Fig. 1: run 1, clock wires, drivers and flops
Bar = 50 um.
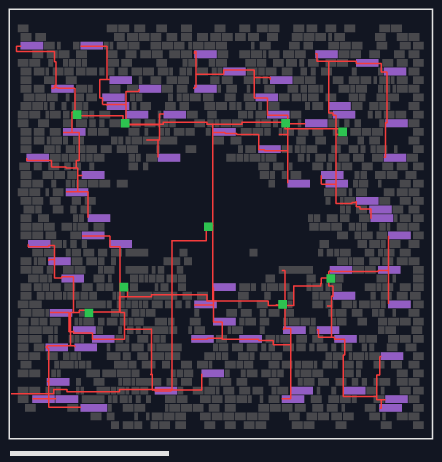
Fig. 2: run 1, PDN straps and rails
Bar = 50 um. Pins as bars on the die edge.
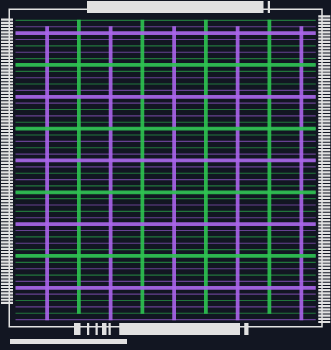
Fig. 3: run 1, routed metal, one color a layer
Bar = 50 um.
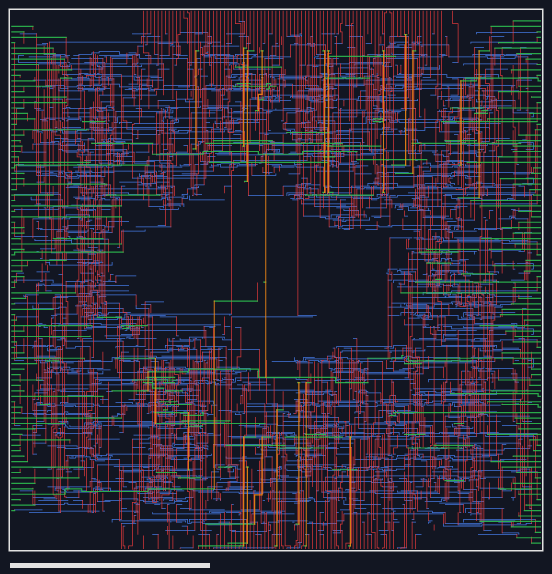
Fig. 4: run 1, placed cells, one color a class
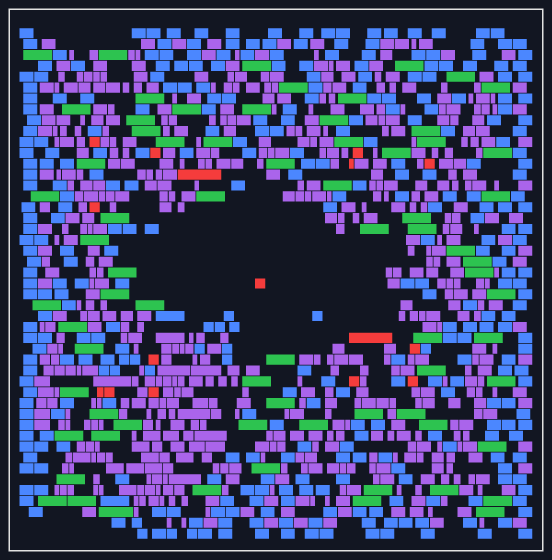
$ cat config.mk
export PLATFORM = sky130hd
export DESIGN_NAME = multisim_push_arbiter_flat
export DESIGN_NICKNAME = d
export VERILOG_FILES = /design/src/rtl/multisim_push_arbiter_pkg.sv /design/src/rtl/multisim_push_arbiter_if.sv /design/src/rtl/multisim_rr_picker.sv /design/src/rtl/multisim_push_arbiter.sv /design/src/flat_wrapper.sv
export SDC_FILE = /design/constraint.sdc
export NUM_CORES = 1
export LEC_CHECK = 0
export ABC_CLOCK_PERIOD_IN_PS = 4200
export CAP_MARGIN = 20
export CORE_AREA = 2 2 131 133
export CTS_BUF_LIST = sky130_fd_sc_hd__clkbuf_4
export DETAILED_ROUTE_END_ITERATION = 10
export DIE_AREA = 0 0 133 135
export PLACE_DENSITY_LB_ADDON = 0.3
export SYNTH_ARGS = -nofsm -noshare
export SYNTH_HDL_FRONTEND = slang
export SYNTH_SLANG_ARGS = --single-unit
export TNS_END_PERCENT = 20
$ cat constraint.sdc
create_clock -name clk -period 4.2 [get_ports clk]
set_clock_uncertainty 0.2 [all_clocks]
set_input_delay 0.42 -clock clk [delete_from_list [all_inputs] [get_ports clk]]
set_output_delay 0.42 -clock clk [all_outputs]
set_load 0.05 [all_outputs]
$ cat src/rtl/multisim_push_arbiter_pkg.sv
// Shared types and helpers for the multisim push-side arbiter and schedulers.
package multisim_arb_pkg;

  typedef enum logic [0:0] {
    ARB_IDLE,
    ARB_OWN
  } arb_state_e;

  // Widest tag any instance can emit (NUM_REQ is capped at 16).
  localparam int unsigned MaxIdW = 4;
  typedef logic [MaxIdW-1:0] arb_tag_max_t;

  function automatic int unsigned id_width(int unsigned n);
    return (n > 2) ? $clog2(n) : 1;
  endfunction

endpackage

$ cat src/rtl/multisim_push_arbiter_if.sv
// Requester-side and output-side handshake bundle of the push arbiter.
interface multisim_push_arbiter_if
  import multisim_arb_pkg::*;
#(
  parameter int unsigned NUM_REQ    = 4,
  parameter int unsigned DATA_WIDTH = 64
) ();

  localparam int unsigned ID_W = id_width(NUM_REQ);

  logic [NUM_REQ-1:0]         req_vld;
  logic [NUM_REQ-1:0]         req_rdy;
  logic [DATA_WIDTH-1:0]      req_data [NUM_REQ];
  logic                       out_vld;
  logic                       out_rdy;
  logic [ID_W+DATA_WIDTH-1:0] out_data;
  logic [ID_W-1:0]            owner_id;

  modport master (
    input  req_vld, req_data, out_rdy,
    output req_rdy, out_vld, out_data, owner_id
  );

  modport slave (
    output req_vld, req_data, out_rdy,
    input  req_rdy, out_vld, out_data, owner_id
  );

endinterface

$ cat src/rtl/multisim_rr_picker.sv
// Combinational round-robin picker: first valid requester strictly after ptr, wrapping.
module multisim_rr_picker #(
  parameter int unsigned NUM   = 4,
  parameter int unsigned IDX_W = 2
) (
  input  logic [NUM-1:0]   vld,
  input  logic [IDX_W-1:0] ptr,
  output logic [NUM-1:0]   gnt,
  output logic [IDX_W-1:0] idx,
  output logic             any
);

  logic [IDX_W-1:0] pos;

  always_comb begin
    gnt = '0;
    idx = '0;
    any = 1'b0;
    pos = '0;
    // k = NUM lands back on ptr itself, so the pointer holder is searched last.
    for (int unsigned k = 1; k <= NUM; k++) begin
      pos = IDX_W'((32'(ptr) + k) % NUM);
      if (!any && vld[pos]) begin
        any      = 1'b1;
        idx      = pos;
        gnt[pos] = 1'b1;
      end
    end
  end

endmodule

$ cat src/rtl/multisim_push_arbiter.sv
// Burst-locking round-robin arbiter merging NUM_REQ streams onto one tagged push channel.
module multisim_push_arbiter
  import multisim_arb_pkg::*;
#(
  parameter int unsigned NUM_REQ    = 4,
  parameter int unsigned DATA_WIDTH = 64,
  parameter int unsigned MAX_BURST  = 4
) (
  input logic                     clk,
  input logic                     rst,
  multisim_push_arbiter_if.master bus
);

  localparam int unsigned ID_W  = id_width(NUM_REQ);
  localparam int unsigned CNT_W = $clog2(MAX_BURST + 1);

  arb_state_e                 state_q;
  logic [ID_W-1:0]            owner_q;
  logic [CNT_W-1:0]           burst_q;
  logic                       out_vld_q;
  logic [ID_W+DATA_WIDTH-1:0] out_data_q;

  logic                       load_en;
  logic                       keep_owner;
  logic                       accept;
  logic [ID_W-1:0]            winner;
  logic [NUM_REQ-1:0]         pick_gnt;
  logic [ID_W-1:0]            pick_idx;
  logic                       pick_any;

  multisim_rr_picker #(
    .NUM   (NUM_REQ),
    .IDX_W (ID_W)
  ) u_picker (
    .vld (bus.req_vld),
    .ptr (owner_q),
    .gnt (pick_gnt),
    .idx (pick_idx),
    .any (pick_any)
  );

  always_comb begin
    load_en    = !out_vld_q || bus.out_rdy;
    keep_owner = (state_q == ARB_OWN) && bus.req_vld[owner_q] &&
                 (burst_q < CNT_W'(MAX_BURST));
    winner     = keep_owner ? owner_q : pick_idx;
    accept     = load_en && (keep_owner || pick_any) && !rst;
    bus.req_rdy = '0;
    if (accept) begin
      bus.req_rdy = keep_owner ? (NUM_REQ'(1) << owner_q) : pick_gnt;
    end
  end

  // Back-pressure freezes everything, so lock release is only judged at load slots.
  always_ff @(posedge clk) begin
    if (rst) begin
      state_q    <= ARB_IDLE;
      owner_q    <= ID_W'(NUM_REQ - 1);
      burst_q    <= '0;
      out_vld_q  <= 1'b0;
      out_data_q <= '0;
    end else if (load_en) begin
      if (accept) begin
        state_q    <= ARB_OWN;
        owner_q    <= winner;
        burst_q    <= keep_owner ? burst_q + 1'b1 : CNT_W'(1);
        out_vld_q  <= 1'b1;
        out_data_q <= {winner, bus.req_data[winner]};
      end else begin
        state_q   <= ARB_IDLE;
        out_vld_q <= 1'b0;
      end
    end
  end

  assign bus.out_vld  = out_vld_q;
  assign bus.out_data = out_data_q;
  assign bus.owner_id = owner_q;

endmodule
$ cat src/flat_wrapper.sv
// flat-port wrapper written by rule: the top's interface ports become plain ports
module multisim_push_arbiter_flat import multisim_arb_pkg::*;
#(
  parameter int unsigned NUM_REQ    = 4,
  parameter int unsigned DATA_WIDTH = 64,
  parameter int unsigned MAX_BURST  = 4
)
  (clk, rst, bus_req_vld, bus_req_data, bus_out_rdy, bus_req_rdy, bus_out_vld, bus_out_data, bus_owner_id);
  multisim_push_arbiter_if #(.NUM_REQ(NUM_REQ), .DATA_WIDTH(DATA_WIDTH)) bus_i ();
  input logic clk;
  input logic rst;
  input wire logic [$bits(bus_i.req_vld)-1:0] bus_req_vld;
  input wire logic [$bits(bus_i.req_data)-1:0] bus_req_data;
  input wire logic [$bits(bus_i.out_rdy)-1:0] bus_out_rdy;
  output wire logic [$bits(bus_i.req_rdy)-1:0] bus_req_rdy;
  output wire logic [$bits(bus_i.out_vld)-1:0] bus_out_vld;
  output wire logic [$bits(bus_i.out_data)-1:0] bus_out_data;
  output wire logic [$bits(bus_i.owner_id)-1:0] bus_owner_id;
  assign bus_i.req_vld = bus_req_vld;
  assign bus_i.req_data = {>>{bus_req_data}};
  assign bus_i.out_rdy = bus_out_rdy;
  assign bus_req_rdy = bus_i.req_rdy;
  assign bus_out_vld = bus_i.out_vld;
  assign bus_out_data = bus_i.out_data;
  assign bus_owner_id = bus_i.owner_id;
  multisim_push_arbiter #(.NUM_REQ(NUM_REQ), .DATA_WIDTH(DATA_WIDTH), .MAX_BURST(MAX_BURST)) u_core (.clk(clk), .rst(rst), .bus(bus_i));
endmodule
==> reports/metrics.csv, run 1 <==
stage,metric,value,unit
status,outcome,completed,
final_timing,Final Max Tran Viols,0,
finish,area grow syn2layout,57.68,%
critical_path,Startpoint Class,flop,
finish,bufs w/o clock,351,
placement,Placer Congestion,0.8318,
synthesis,"Distinct cells, synth",41,
grt,total track usage,0.2653,
finish,layout cells sized above 1,0.05476,
grt,vias in the first global route,7246,
final_timing,final worst setup slack,0.4276,ns
synthesis,Synth area leader,dfxtp_1,
synthesis,Synth area leaders,"dfxtp_1 23%, mux2i_1 20%, a221o_1 9.5%",
final_timing,Slew HR,0.3389,
cts,"CTS clk-pin slew, worst paths",0.14,ns
synthesis,syn avg cell area,8.214,um^2
synthesis,Post-Syn Area,6235,um^2
placement,post-place instance area,9672,um^2
synthesis,ys cells,759,
synthesis,Post-synth EDFFs,0,
critical_path,Slowest cell on crit path,or3_2,
finish,CLK BUF,10,
critical_path,Worst R2R Start,u_core.bus.owner_id[1]$_SDFFE_PP1P_,
critical_path,crit-path max FO,26,
drt,met1 wire length,9842,um
finish,FF+latch count,72,
grt,first-pass GRT wire length,38410,um
critical_path,crit path cell chain,"inv_1, ha_1, mux4_2, or3_2, buf_4, o221ai_1, o21ai_0, a221o_1",
drt,antenna-violating nets left,0,
drt,1st-iter DRT viols,522,
drt,vias,7524,
critical_path,Worst R2R End,u_core.bus.out_data[27]$_SDFFE_PP0P_,
power,Power Dens Cells,686.8,nW/um^2
critical_path,FF-to-FF setup slack,0.43,ns
final_timing,FMAX,0.2651,GHz
worst_hold_path,Hold WC Path Type,reg2reg,
drt,DR vias/cell,5.967,
worst_hold_path,Hold Path Depth,2,
drt,Total Routed Length,24760,um
placement,Port Buffers,335,
drt,metal3 WL,2337,um
worst_hold_path,min-delay src,u_core.burst_q[1]$_SDFFE_PP0P_,
final_timing,setup violators final,0,
critical_path,CP peak stage delay,0.67,ns
drt,Pre-Repair DR Iteration Count,5,
finish,Top class by area,multi-input combinational cells,
floorplanning,chip area,17960,um^2
worst_hold_path,WHS Endpoint,u_core.burst_q[1]$_SDFFE_PP0P_,
finish,sequential cell area,1445,um^2
final_timing,final worst path period share,0.8982,
final_timing,Worst Tran Pin Value,0.9917,ns
power,Lkg Pwr,4.000,nW
synthesis,Main synth FF type,dfxtp_1,
grt,initial antenna violation count,0,
critical_path,Crit Path Class,reg2reg,
placement,DP Wirelength,17100,um
cts,total CTS buffers,9,
drt,drt wl/cell,19.63,um
floorplanning,tap cell count,220,
finish,fin nets,1308,
floorplanning,io pins,336,
synthesis,ys async rst share,0,
finish,logic area,4452,um^2
synthesis,Synthesized registers,72,
cts,CTS max path bufs,2,
synthesis,Max-area cell share,0.2312,
finish,final non-filler cell total,1261,
finish,fill count,1452,
finish,clock-cell share of area,0.01616,
final_timing,minimum clock period,3.772,ns
cts,post-cts sizing count,0,
final_timing,Hold WS,0.2668,ns
power,Peak supply drop,574.7,uV
synthesis,"Net Count, Synth",1031,
placement,Placed Cells,1245,
cts,Setup Buffers After CTS,0,
grt,pin count of the biggest net entering global routing,192,
drt,DRC violations left,0,
cts,CTS hold repair buffers,0,
drt,DR top layer,met4,
final_timing,endpoints failing hold,0,
synthesis,Ys Warns,0,
finish,antenna cell count,0,
critical_path,Worst Setup End Kind,flop,
floorplanning,FP Util,0.3800,
critical_path,Worst Path Required,4.36,ns
synthesis,Synth Seq Share,0.2312,
run,max_cap viols,0,
grt,GRT overflow,0,
cts,CTS tree,built,
synthesis,Post-Syn Instances,759,
cts,H-tree levels,3,
critical_path,R2R cell count,8,
cts,Num Clock Sinks,72,
finish,comb_multi_in,599,
finish,Inverters excl. clock,3,
synthesis,"Chip Area, Yosys",6235,um^2
placement,dpl ws,0.4817,ns
synthesis,most instantiated cells after synthesis,"123 x mux2i_1, 73 x nor2_1, 72 x dfxtp_1",
cts,CTS Root Cell,clkbuf_4,
finish,combinational share of cell area,0.4528,
final_timing,RSZ-0062 raised after global routing,false,
run,stage-log warning count,35,
final_timing,setup TNS,0,ns
synthesis,top cell type by instance count after synthesis,mux2i_1,
drt,met2 routed wirelength,11910,um
critical_path,critical path arrival,3.93,ns
finish,NonClk Buf Share,0.3548,
## Picture notes: Fig. 1
Key: red = clock wires [length 1,280 um]; green = clock drivers [count 9]; purple = flip-flops [count 72]
Position of the flops: widely spread.
clock network power: 541 uW
clk ins delay skew pair: 0.47 ns
clock share of power: 0.080

## Picture notes: Fig. 2
Key: green = VDD; purple = VSS
9 straps on met4. 9 straps on met5. 48 met1 rails follow the rows.
core area: 16,410 um^2
DIE WIDTH: 133 um

## Picture notes: Fig. 3
Key: green = metal 3 [wire length 2,340 um]; red = metal 2 [wire length 11,900 um]; orange = metal 4 [wire length 670 um]; blue = metal 1 [wire length 9,840 um]

## Picture notes: Fig. 4
Key: blue = remaining buffers and delay cells [cells 351]; green = sequential cells [cells 72]; purple = combinational and other logic [cells 602]; red = clock drivers and dummy loads [cells 16]
sequential share of cell area: 0.1470
# rows: 47
fin area: 9831 um^2
utilization after layout: 0.5992

[run 1: cells in the final DEF (no fill, tap or decap), types with 2 or more instances in the layout]
master / Yosys / layout
mux4_2: 4 / 4
o22ai_1: 61 / 60
o211a_1: 2 / 2
clkinvlp_4: 0 / 2
o21ai_0: 54 / 54
dfxtp_1: 72 / 71
a221o_1: 59 / 59
clkdlybuf4s50_1: 0 / 331
inv_1: 3 / 3
nand3_1: 5 / 5
a22oi_1: 13 / 13
a211oi_1: 6 / 6
nor3_1: 2 / 2
o21ai_1: 11 / 11
nand2_1: 18 / 15
o221ai_1: 59 / 59
nand2b_1: 4 / 4
mux2i_1: 123 / 123
a21oi_1: 67 / 67
nand2_2: 0 / 3
a21o_1: 2 / 2
nor2b_1: 5 / 5
buf_12: 0 / 2
buf_4: 3 / 18
nor2_1: 73 / 72
bufinv_16: 0 / 2
mux2_2: 7 / 7
ha_1: 9 / 9
clkbuf_4: 0 / 10
[run 1: report_power, final]
part	leakage, nW	switching [mW]	internal [mW]
clock	0.0800	0.296	0.245
sequential	0.597	0.199	1.00
combinational	3.32	3.06	1.95
[run 1: cell families after synthesis]
group / share of synthesized area
buffers and inverters: 0.06301
flip-flops: 0.2312
multiplexers: 0.2246
AND-OR/OR-AND: 0.3851
adder cells (fa/ha/maj): 0.01806
AND/OR/NAND/NOR: 0.07806
[run 1: metrics by stage]
stage / util / total power [mW]
floorplan: - / 4.702
global placement: 0.5895 / 6.174
detailed placement: 0.5895 / 6.211
CTS: 0.5992 / 6.757
global route: 0.5992 / 7.148
finish: 0.5992 / 6.752
[run 1: flip-flops by register name (all words and copies together) (netlist names)]
register             flops
u_core.bus.out_data     66
u_core.burst_q           3
u_core.bus.owner_id      2
u_core.bus.out_vld       1
[run 1: per-layer routing]
metal	vias to the layer above	global-route usage
li1	3609	-
met1	3486	0.3207
met2	382	0.4470
met3	47	0.08108
met4	0	0.09498
met5	-	0
[run 1: worst max-delay path by stage]
stage / startpoint / endpoint / slack [ns] / cells past startpoint
2_1_floorplan: u_core.bus.owner_id[0]$_SDFFE_PP1P_ / u_core.bus.out_data[43]$_SDFFE_PP0P_ / 0.26 / 12
3_3_place_gp: u_core.bus.owner_id[1]$_SDFFE_PP1P_ / u_core.bus.out_data[43]$_SDFFE_PP0P_ / 0.58 / 8
3_5_place_dp: u_core.bus.owner_id[1]$_SDFFE_PP1P_ / u_core.bus.out_data[43]$_SDFFE_PP0P_ / 0.48 / 8
4_1_cts: u_core.bus.owner_id[0]$_SDFFE_PP1P_ / bus_req_rdy[3] / 0.37 / 8
5_1_grt: u_core.bus.owner_id[0]$_SDFFE_PP1P_ / bus_req_rdy[3] / 0.14 / 8
6_report: u_core.bus.owner_id[1]$_SDFFE_PP1P_ / u_core.bus.out_data[27]$_SDFFE_PP0P_ / 0.43 / 8
[run 1: worst max-delay path, delay by kind of cell, from the launching register on]
kind,cells,cell delay (ns)
AND-OR/OR-AND,3,0.64
adder cells (fa/ha/maj),1,0.47
buffers and inverters,2,0.52
flip-flops,1,0.60
multiplexers,1,0.54
AND/OR/NAND/NOR,1,0.67
Fig. 5: run 1, clock routing
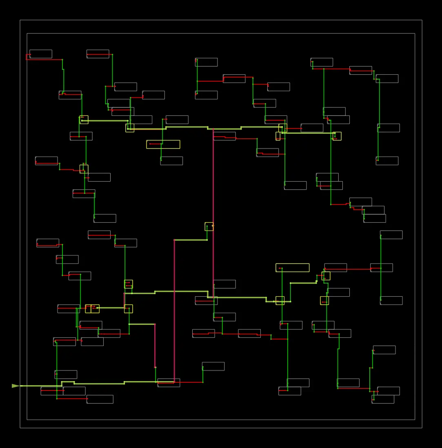

==> run 2, diff against run 1 <==
--- a/config.mk
+++ b/config.mk
@@ -11,7 +11,7 @@
 export CTS_BUF_LIST = sky130_fd_sc_hd__clkbuf_4
 export DETAILED_ROUTE_END_ITERATION = 10
 export DIE_AREA = 0 0 133 135
-export PLACE_DENSITY_LB_ADDON = 0.3
+export PLACE_DENSITY = 0.78
 export SYNTH_ARGS = -nofsm -noshare
 export SYNTH_HDL_FRONTEND = slang
 export SYNTH_SLANG_ARGS = --single-unit
Fig. 6: run 2, clock routing
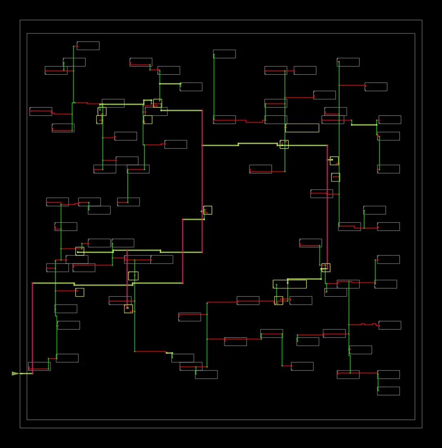
clock network power: 553 uW
total CTS buffers: 9
Num Clock Sinks: 72

==> run 2 against run 1 <==
Against the previous run:
- sequential cell count is the same
- synthesized cell count stayed put
- sequential power about the same
- combinational power up 1%
- register-to-register slack better by 0.10 ns
- largest cell class unchanged
- largest power group unchanged
==> reports/metrics.csv, run 2 <==
stage,metric,value,unit,change
synthesis,"Net Count, Synth",1031,,unchanged
cts,Setup Buffers After CTS,0,,unchanged
finish,fin nets,1309,,+0.076%
drt,Pre-Repair DR Iteration Count,5,,unchanged
grt,first-pass GRT wire length,39140,um,+1.9%
final_timing,final worst setup slack,0.4506,ns,+0.02298 ns
finish,area grow syn2layout,58.52,%,
run,max_cap viols,0,,unchanged
cts,CTS tree,built,,
placement,Placer Congestion,0.8679,,+4.3%
critical_path,Crit Path Class,reg2out,,
placement,Port Buffers,335,,unchanged
floorplanning,core area,16410,um^2,unchanged
synthesis,ys async rst share,0,,unchanged
cts,CTS hold repair buffers,0,,unchanged
cts,clk ins delay skew pair,0.47,ns,about the same
critical_path,Startpoint Class,flop,,
critical_path,Slowest cell on crit path,buf_12,,
synthesis,Post-Syn Instances,759,,unchanged
floorplanning,chip area,17960,um^2,unchanged
worst_hold_path,WHS Endpoint,u_core.bus.out_data[42]$_SDFFE_PP0P_,,
critical_path,R2R cell count,8,,unchanged
final_timing,final worst path period share,0.8927,,-0.005471
final_timing,setup violators final,0,,unchanged
cts,"CTS clk-pin slew, worst paths",0.13,ns,about the same
synthesis,syn avg cell area,8.214,um^2,unchanged
synthesis,ys cells,759,,unchanged
power,Lkg Pwr,4.027,nW,+0.68%
synthesis,Main synth FF type,dfxtp_1,,
final_timing,Final Max Tran Viols,0,,unchanged
drt,antenna-violating nets left,0,,unchanged
cts,CTS Root Cell,clkbuf_4,,
worst_hold_path,Hold Path Depth,1,,-1
synthesis,top cell type by instance count after synthesis,mux2i_1,,
floorplanning,FP Util,0.3800,,unchanged
final_timing,setup TNS,0,ns,unchanged
synthesis,most instantiated cells after synthesis,"123 x mux2i_1, 73 x nor2_1, 72 x dfxtp_1",,
worst_hold_path,min-delay src,u_core.bus.out_data[42]$_SDFFE_PP0P_,,
grt,pin count of the biggest net entering global routing,185,,-3.6%
drt,vias,7619,,+1.3%
drt,DR vias/cell,6.032,,+1.1%
final_timing,endpoints failing hold,0,,unchanged
finish,layout cells sized above 1,0.05662,,+0.001867
final_timing,FMAX,0.2667,GHz,+0.61%
finish,most instantiated logic cells after routing,"331 x clkdlybuf4s50_1, 123 x mux2i_1, 72 x nor2_1",,
run,stage-log warning count,35,,unchanged
final_timing,Worst Tran Pin Value,0.9337,ns,-0.05798 ns
grt,total track usage,0.2713,,+0.005979
synthesis,Synth area leaders,"dfxtp_1 23%, mux2i_1 20%, a221o_1 9.5%",,
synthesis,Ys Warns,0,,unchanged
grt,initial antenna violation count,1,,+1
power,Peak supply drop,503.6,uV,-12%
critical_path,Worst Path Required,3.58,ns,-0.78 ns
critical_path,crit-path max FO,184,,+610%
final_timing,minimum clock period,3.749,ns,-0.02298 ns
synthesis,Synthesized registers,72,,unchanged
critical_path,Worst R2R End,u_core.bus.out_data[24]$_SDFFE_PP0P_,,
cts,H-tree levels,3,,unchanged
cts,post-cts sizing count,0,,unchanged
critical_path,FF-to-FF setup slack,0.53,ns,+0.10 ns
floorplanning,DIE WIDTH,133,um,unchanged
final_timing,RSZ-0062 raised after global routing,false,,
critical_path,CP peak stage delay,0.63,ns,-0.04 ns
final_timing,Slew HR,0.3775,,+0.03866
critical_path,crit path cell chain,"buf_12, mux2i_1, o21ai_0, a21o_1, nand2_1, a21oi_1, nor2_1, buf_4",,
drt,1st-iter DRT viols,613,,+17%
finish,most numerous logic cell after layout,clkdlybuf4s50_1,,
synthesis,Post-synth EDFFs,0,,unchanged
synthesis,"Distinct cells, synth",41,,unchanged
floorplanning,# rows,47,,unchanged
placement,dpl ws,0.5995,ns,+0.1178 ns
synthesis,Post-Syn Area,6235,um^2,unchanged
synthesis,Synth Seq Share,0.2312,,unchanged
worst_hold_path,Hold WC Path Type,reg2reg,,
synthesis,Max-area cell share,0.2312,,unchanged
status,outcome,completed,,
grt,vias in the first global route,7119,,-1.8%
drt,drt wl/cell,20.07,um,+2.2%
drt,Total Routed Length,25350,um,+2.4%
drt,DRC violations left,0,,unchanged
grt,GRT overflow,0,,unchanged
critical_path,Worst R2R Start,u_core.bus.owner_id[1]$_SDFFE_PP1P_,,
cts,CTS max path bufs,2,,unchanged
[run 2: kinds of logic after synthesis]
group | after synthesis | share of synthesized area
AND/OR/NAND/NOR | 114 | 0.07806
AND-OR/OR-AND | 342 | 0.3851
flip-flops | 72 | 0.2312
adder cells (fa/ha/maj) | 9 | 0.01806
buffers and inverters | 88 | 0.06301
multiplexers | 134 | 0.2246
[run 2: where the power goes]
group          switching (mW)  internal (mW)
Sequential              0.213           1.00
Clock                   0.298          0.255
Combinational            3.08           1.99
[run 2: layer usage]
metal	wire length, um	up-vias	global-route usage	share of wire
met3	2152	47	0.06682	0.085
met1	10040	3568	0.3285	0.40
met2	12580	400	0.4738	0.50
met4	577	0	0.08662	0.023
met5	0	-	0	0
li1	-	3604	-	-
[run 2: cell type report]
cell class,instances,area [um^2],share of cell area
Antenna cell,1,2.502,0.0002532
Clock buffer,11,82.58,0.008355
Clock inverter,5,81.33,0.008229
Inverter,3,11.26,0.001139
Multi-Input combinational cell,599,4452,0.4504
Sequential cell,72,1445,0.1462
Tap cell,220,275.3,0.02785
Timing Repair Buffer,352,3533,0.3575
[run 2: how the worst max path moves through the flow]
stage                                         from  cells past startpoint  slack [ns]                                    to
3_5_place_dp   u_core.bus.owner_id[1]$_SDFFE_PP1P_                      8        0.60   u_core.bus.out_data[0]$_SDFFE_PP0P_
3_3_place_gp                        bus_req_vld[1]                      8        0.68  u_core.bus.out_data[37]$_SDFFE_PP0P_
4_1_cts        u_core.bus.owner_id[0]$_SDFFE_PP1P_                      8        0.41                        bus_req_rdy[3]
5_1_grt        u_core.bus.owner_id[1]$_SDFFE_PP1P_                      9        0.11                        bus_req_rdy[3]
6_report       u_core.bus.owner_id[0]$_SDFFE_PP1P_                      8        0.45                        bus_req_rdy[3]
2_1_floorplan  u_core.bus.owner_id[0]$_SDFFE_PP1P_                     12        0.26  u_core.bus.out_data[43]$_SDFFE_PP0P_
[run 2: critical path, delay by kind of cell, from the launching register on]
family	cells	cell delay, ns
buffers and inverters	2	0.85
flip-flops	1	0.51
AND-OR/OR-AND	3	0.55
AND/OR/NAND/NOR	2	0.28
multiplexers	1	0.43
[run 2: metrics by stage]
stage | total power, mW | area, um^2 | hold WS, ns | std cells | util
2_1_floorplan | 4.702 | 6235 | 0.2295 | 759 | -
3_3_place_gp | 6.224 | 9717 | 0.2342 | 1246 | 0.5922
3_5_place_dp | 6.282 | 9717 | 0.2434 | 1246 | 0.5922
4_1_cts | 6.852 | 9881 | 0.2740 | 1262 | 0.6022
5_1_grt | 7.205 | 9883 | 0.3000 | 1263 | 0.6024
6_report | 6.844 | 9883 | 0.2701 | 1263 | 0.6024
Power is estimated from default activity; no workload was simulated.
